[src/rtl/uart_pkg.sv]
// Shared UART definitions: FSM state encoding, frame-format levels and default
// sizing. The transmitter uses the same constants.
package uart_pkg;

  typedef enum logic [1:0] {
    IDLE  = 2'd0,
    START = 2'd1,
    DATA  = 2'd2,
    STOP  = 2'd3
  } rx_state_t;

  localparam int DEFAULT_DATA_BITS  = 8;
  localparam int DEFAULT_OVERSAMPLE = 16;

  localparam logic START_BIT  = 1'b0;
  localparam logic STOP_BIT   = 1'b1;
  localparam logic IDLE_LEVEL = 1'b1;

endpackage

[src/rtl/uart_rx_if.sv]
// Receiver-side bundle: serial line in, received byte and status pulses out.
interface uart_rx_if
  import uart_pkg::*;
#(
  parameter int DATA_BITS = DEFAULT_DATA_BITS
) ();

  logic                 rx;
  logic [DATA_BITS-1:0] data;
  logic                 rx_done;
  logic                 frame_error;

  modport master (
    output rx,
    input  data,
    input  rx_done,
    input  frame_error
  );

  modport slave (
    input  rx,
    output data,
    output rx_done,
    output frame_error
  );

endinterface

[src/rtl/uart_sync.sv]
// Two-flop synchronizer with a selectable reset level; also serves as a reset
// release synchronizer when d is tied high and RESET_VALUE is 0.
module uart_sync #(
  parameter logic RESET_VALUE = 1'b1
) (
  input  logic s_tick,
  input  logic reset,
  input  logic d,
  output logic q
);

  logic meta;

  always_ff @(posedge s_tick or negedge reset) begin
    if (!reset) begin
      meta <= RESET_VALUE;
      q    <= RESET_VALUE;
    end else begin
      meta <= d;
      q    <= meta;
    end
  end

endmodule

[src/rtl/uart_rx.sv]
// Oversampling 8N1 UART receiver: recovers frames from the async rx line and
// reports each byte with a one-tick rx_done or frame_error pulse.
module uart_rx
  import uart_pkg::*;
#(
  parameter int DATA_BITS  = DEFAULT_DATA_BITS,
  parameter int OVERSAMPLE = DEFAULT_OVERSAMPLE
) (
  input logic     s_tick,
  input logic     reset,
  uart_rx_if.slave bus
);

  localparam int TICK_W = $clog2(OVERSAMPLE);
  localparam int BIT_W  = $clog2(DATA_BITS + 1);

  localparam logic [TICK_W-1:0] HALF_LAST = TICK_W'(OVERSAMPLE / 2 - 1);
  localparam logic [TICK_W-1:0] FULL_LAST = TICK_W'(OVERSAMPLE - 1);
  localparam logic [BIT_W-1:0]  LAST_BIT  = BIT_W'(DATA_BITS - 1);

  logic                 reset_sync;
  logic                 rx_s;
  logic                 rx_q;
  rx_state_t            state;
  logic [TICK_W-1:0]    tick_cnt;
  logic [BIT_W-1:0]     bit_idx;
  logic [DATA_BITS-1:0] shift;
  logic [DATA_BITS-1:0] data_q;
  logic                 done_q;
  logic                 ferr_q;

  // Reset asserts asynchronously but releases on an s_tick edge.
  uart_sync #(.RESET_VALUE(1'b0)) u_reset_sync (
    .s_tick (s_tick),
    .reset  (reset),
    .d      (1'b1),
    .q      (reset_sync)
  );

  uart_sync #(.RESET_VALUE(IDLE_LEVEL)) u_rx_sync (
    .s_tick (s_tick),
    .reset  (reset_sync),
    .d      (bus.rx),
    .q      (rx_s)
  );

  always_ff @(posedge s_tick or negedge reset_sync) begin
    if (!reset_sync) begin
      state    <= IDLE;
      tick_cnt <= '0;
      bit_idx  <= '0;
      shift    <= '0;
      data_q   <= '0;
      done_q   <= 1'b0;
      ferr_q   <= 1'b0;
      rx_q     <= IDLE_LEVEL;
    end else begin
      done_q <= 1'b0;
      ferr_q <= 1'b0;
      rx_q   <= rx_s;
      unique case (state)
        // Only a genuine high-to-low edge starts a frame, so a held-low line is ignored.
        IDLE: begin
          if (rx_q == IDLE_LEVEL && rx_s == START_BIT) begin
            state    <= START;
            tick_cnt <= '0;
          end
        end
        START: begin
          if (tick_cnt == HALF_LAST) begin
            tick_cnt <= '0;
            if (rx_s == START_BIT) begin
              state   <= DATA;
              bit_idx <= '0;
            end else begin
              state <= IDLE;
            end
          end else begin
            tick_cnt <= tick_cnt + 1'b1;
          end
        end
        DATA: begin
          if (tick_cnt == FULL_LAST) begin
            tick_cnt <= '0;
            shift    <= {rx_s, shift[DATA_BITS-1:1]};
            bit_idx  <= bit_idx + 1'b1;
            if (bit_idx == LAST_BIT) begin
              state <= STOP;
            end
          end else begin
            tick_cnt <= tick_cnt + 1'b1;
          end
        end
        STOP: begin
          if (tick_cnt == FULL_LAST) begin
            tick_cnt <= '0;
            state    <= IDLE;
            if (rx_s == STOP_BIT) begin
              data_q <= shift;
              done_q <= 1'b1;
            end else begin
              ferr_q <= 1'b1;
            end
          end else begin
            tick_cnt <= tick_cnt + 1'b1;
          end
        end
        default: begin
          state    <= IDLE;
          tick_cnt <= '0;
        end
      endcase
    end
  end

  assign bus.data        = data_q;
  assign bus.rx_done     = done_q;
  assign bus.frame_error = ferr_q;

endmodule
[src/flat_wrapper.sv]
// flat-port wrapper written by rule: the top's interface ports become plain ports
module uart_rx_flat import uart_pkg::*;
#(
  parameter int DATA_BITS  = DEFAULT_DATA_BITS,
  parameter int OVERSAMPLE = DEFAULT_OVERSAMPLE
)
  (s_tick, reset, bus_rx, bus_data, bus_rx_done, bus_frame_error);
  uart_rx_if #(.DATA_BITS(DATA_BITS)) bus_i ();
  input logic s_tick;
  input logic reset;
  input wire logic [$bits(bus_i.rx)-1:0] bus_rx;
  output wire logic [$bits(bus_i.data)-1:0] bus_data;
  output wire logic [$bits(bus_i.rx_done)-1:0] bus_rx_done;
  output wire logic [$bits(bus_i.frame_error)-1:0] bus_frame_error;
  assign bus_i.rx = bus_rx;
  assign bus_data = bus_i.data;
  assign bus_rx_done = bus_i.rx_done;
  assign bus_frame_error = bus_i.frame_error;
  uart_rx #(.DATA_BITS(DATA_BITS), .OVERSAMPLE(OVERSAMPLE)) u_core (.s_tick(s_tick), .reset(reset), .bus(bus_i));
endmodule
[config.mk]
export PLATFORM = sky130hd
export DESIGN_NAME = uart_rx_flat
export DESIGN_NICKNAME = d
export VERILOG_FILES = /design/src/rtl/uart_pkg.sv /design/src/rtl/uart_rx_if.sv /design/src/rtl/uart_sync.sv /design/src/rtl/uart_rx.sv /design/src/flat_wrapper.sv
export SDC_FILE = /design/constraint.sdc
export NUM_CORES = 1
export LEC_CHECK = 0
export CAP_MARGIN = 20
export CELL_PAD_IN_SITES_DETAIL_PLACEMENT = 0
export CELL_PAD_IN_SITES_GLOBAL_PLACEMENT = 2
export CORE_UTILIZATION = 37
export CTS_BUF_LIST = sky130_fd_sc_hd__clkbuf_4 sky130_fd_sc_hd__clkbuf_8
export CTS_CLUSTER_SIZE = 28
export DETAILED_ROUTE_END_ITERATION = 6
export PLACE_DENSITY_LB_ADDON = 0.12
export RECOVER_POWER = 50
export SLEW_MARGIN = 10
export SYNTH_ARGS = -nofsm -noshare
export SYNTH_HDL_FRONTEND = slang
export SYNTH_HIERARCHICAL = 1
export SYNTH_SLANG_ARGS = --single-unit
[constraint.sdc]
create_clock -name s_tick -period 1 [get_ports s_tick]
set_input_delay 0.1 -clock s_tick [delete_from_list [all_inputs] [get_ports s_tick]]
set_output_delay 0.1 -clock s_tick [all_outputs]
set_load 0.02 [all_outputs]
Figure 1. Metal 2.
(8 px per um)
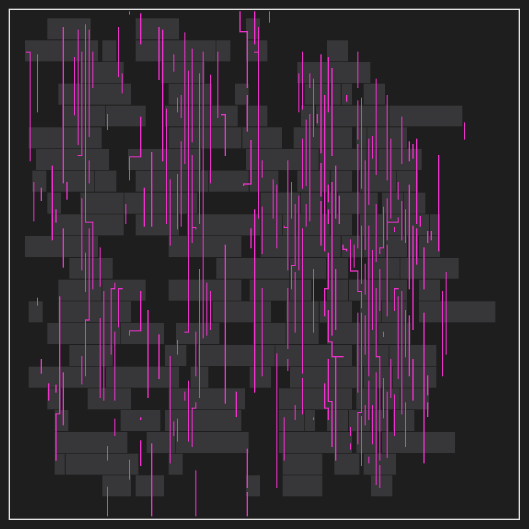
longest straight run = 35.7 um
nets with wire on the layer = 145

==> metrics.cfg <==
[place]
io_buffers=12
placedCellCount=184
hpwl_um=1952
gp_congestion=0.8170

[global_route]
globalRouteMet3Util_pct=4.529
grt_start_max_net_pins=32
grt_busiest_layer=met2
grt_pass1_wl_um=5250

[drt]
m1WireLength_um=1340
dr_wl_met3_um=99
drc=0
drtIter0Drc=49
dr_wl_met2_um=1566

[outcome]
outcome=finished, violations left
violations=negative setup slack

[floorplan]
core-area_mm2=0.003661
ios=13

[sta]
drv_slew=0
whs_ps=358.9
slew_headroom_pct=55.78
fin_worst_skew_ps=4.707
final-hold-violation-count=0
rsz0062_at_grt=yes
setup_viol=28
fin_crit_sh_pct=156.8
setup_slack_ps=-567.6
post-route-min-period_ps=1568

[setup_path]
critPathSlowestCell=dfrtp_1
start_kind=register
cp-endpoint=u_core/bus.data[5]$_DFFE_PN0P_
r2r_cells=5
reg2reg_setup_slack_ps=-570
worstPathRequired_ps=1160
r2r_end=u_core/bus.data[5]$_DFFE_PN0P_

[final_layout]
area_growth_pct=51.65
drive_gt1_share_pct=58.17
antenna_cells=0

[synthesis]
synthFlopType=dfrtp_1
ys_sh_mux_pct=14.99
postSynth.asyncResetShare_pct=100.0

[min_path]
hold_class=reg2reg
hold_start=u_core/u_reset_sync/meta$_DFF_PN0_

[clock_tree]
clkLatencyLatePin_ps=280
cts.repair.resized=55
hold_buffers=1
htree_levels=2

[power]
powerDensity_mw_per_mm2=2121

Figure 2. I/O pins on the die edge.
(8 px per um) Pins as bars across the die edge, other pins in grey.
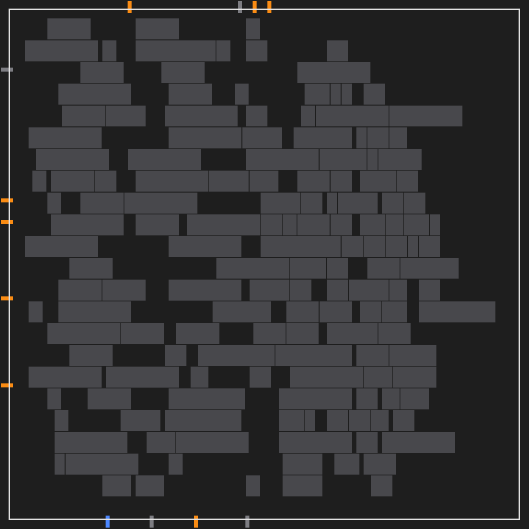
blue -> reset  # pins 1, direction input, edge bottom
orange -> bus_data  # pins 8, direction output, edge 4 left, 3 top, 1 bottom
all pins by edge = 5 left, 4 top, 4 bottom

## cells in the final DEF, fill, tap and decap left out, types with 3 or more instances in the layout
master / n
dfrtp_1: 29
buf_4: 22
mux2_4: 16
buf_2: 11
clkbuf_8: 6
inv_1: 5
mux2i_1: 3
nand2b_1: 3
buf_12: 3
buf_6: 3
dfstp_2: 3
## critical path, delay by kind of cell, from the launching register on
family / cells / cell delay (ps)
buffers and inverters: 1 / 130
adder cells (fa/ha/maj): 1 / 170
flip-flops: 1 / 400
multiplexers: 1 / 300
AND/OR/NAND/NOR: 2 / 450
## power by group
group / leakage, nW / internal (mW) / switching (mW)
Sequential: 0.435 / 1.51 / 0.154
Clock: 0.0523 / 0.615 / 0.448
Combinational: 0.516 / 0.958 / 0.831
Total: 1.00 / 3.08 / 1.43
## state kept, by name, indices dropped and copies added (netlist names), named ones only
name and flops:
u_core/bus.rx_done 1, u_core/u_reset_sync/meta 1, u_core/shift 8, u_core/bus.data 8
u_core/u_reset_sync/q 1, u_core/state 1, u_core/rx_q 1, u_core/u_rx_sync/meta 1
u_core/bus.frame_error 1, u_core/u_rx_sync/q 1, u_core/tick_cnt 4, u_core/bit_idx 4
## layout make-up
class	instances	area [um^2]
sequential	33	830.8
inverter	5	18.77
tap	48	60.06
timing repair buffer	43	371.6
fill	290	1534
multi-input combinational	64	748.2
clock buffer	8	97.59
## cell usage after synthesis (2+ instances only)
library cell  number  area, um^2
o21bai_1           2       15.01
dfstp_2            3       78.83
mux2i_1            3       30.03
inv_1              5       18.77
nor2_1             4       15.01
o21ai_0            2       10.01
nand2b_1           4       25.02
nand2_1            3       11.26
mux2_2            16       180.2
ha_1               2       25.02
dfrtp_1           30       750.7
and3_1             3       18.77
o221ai_1           2       17.52
Power is estimated from default activity; no workload was simulated.
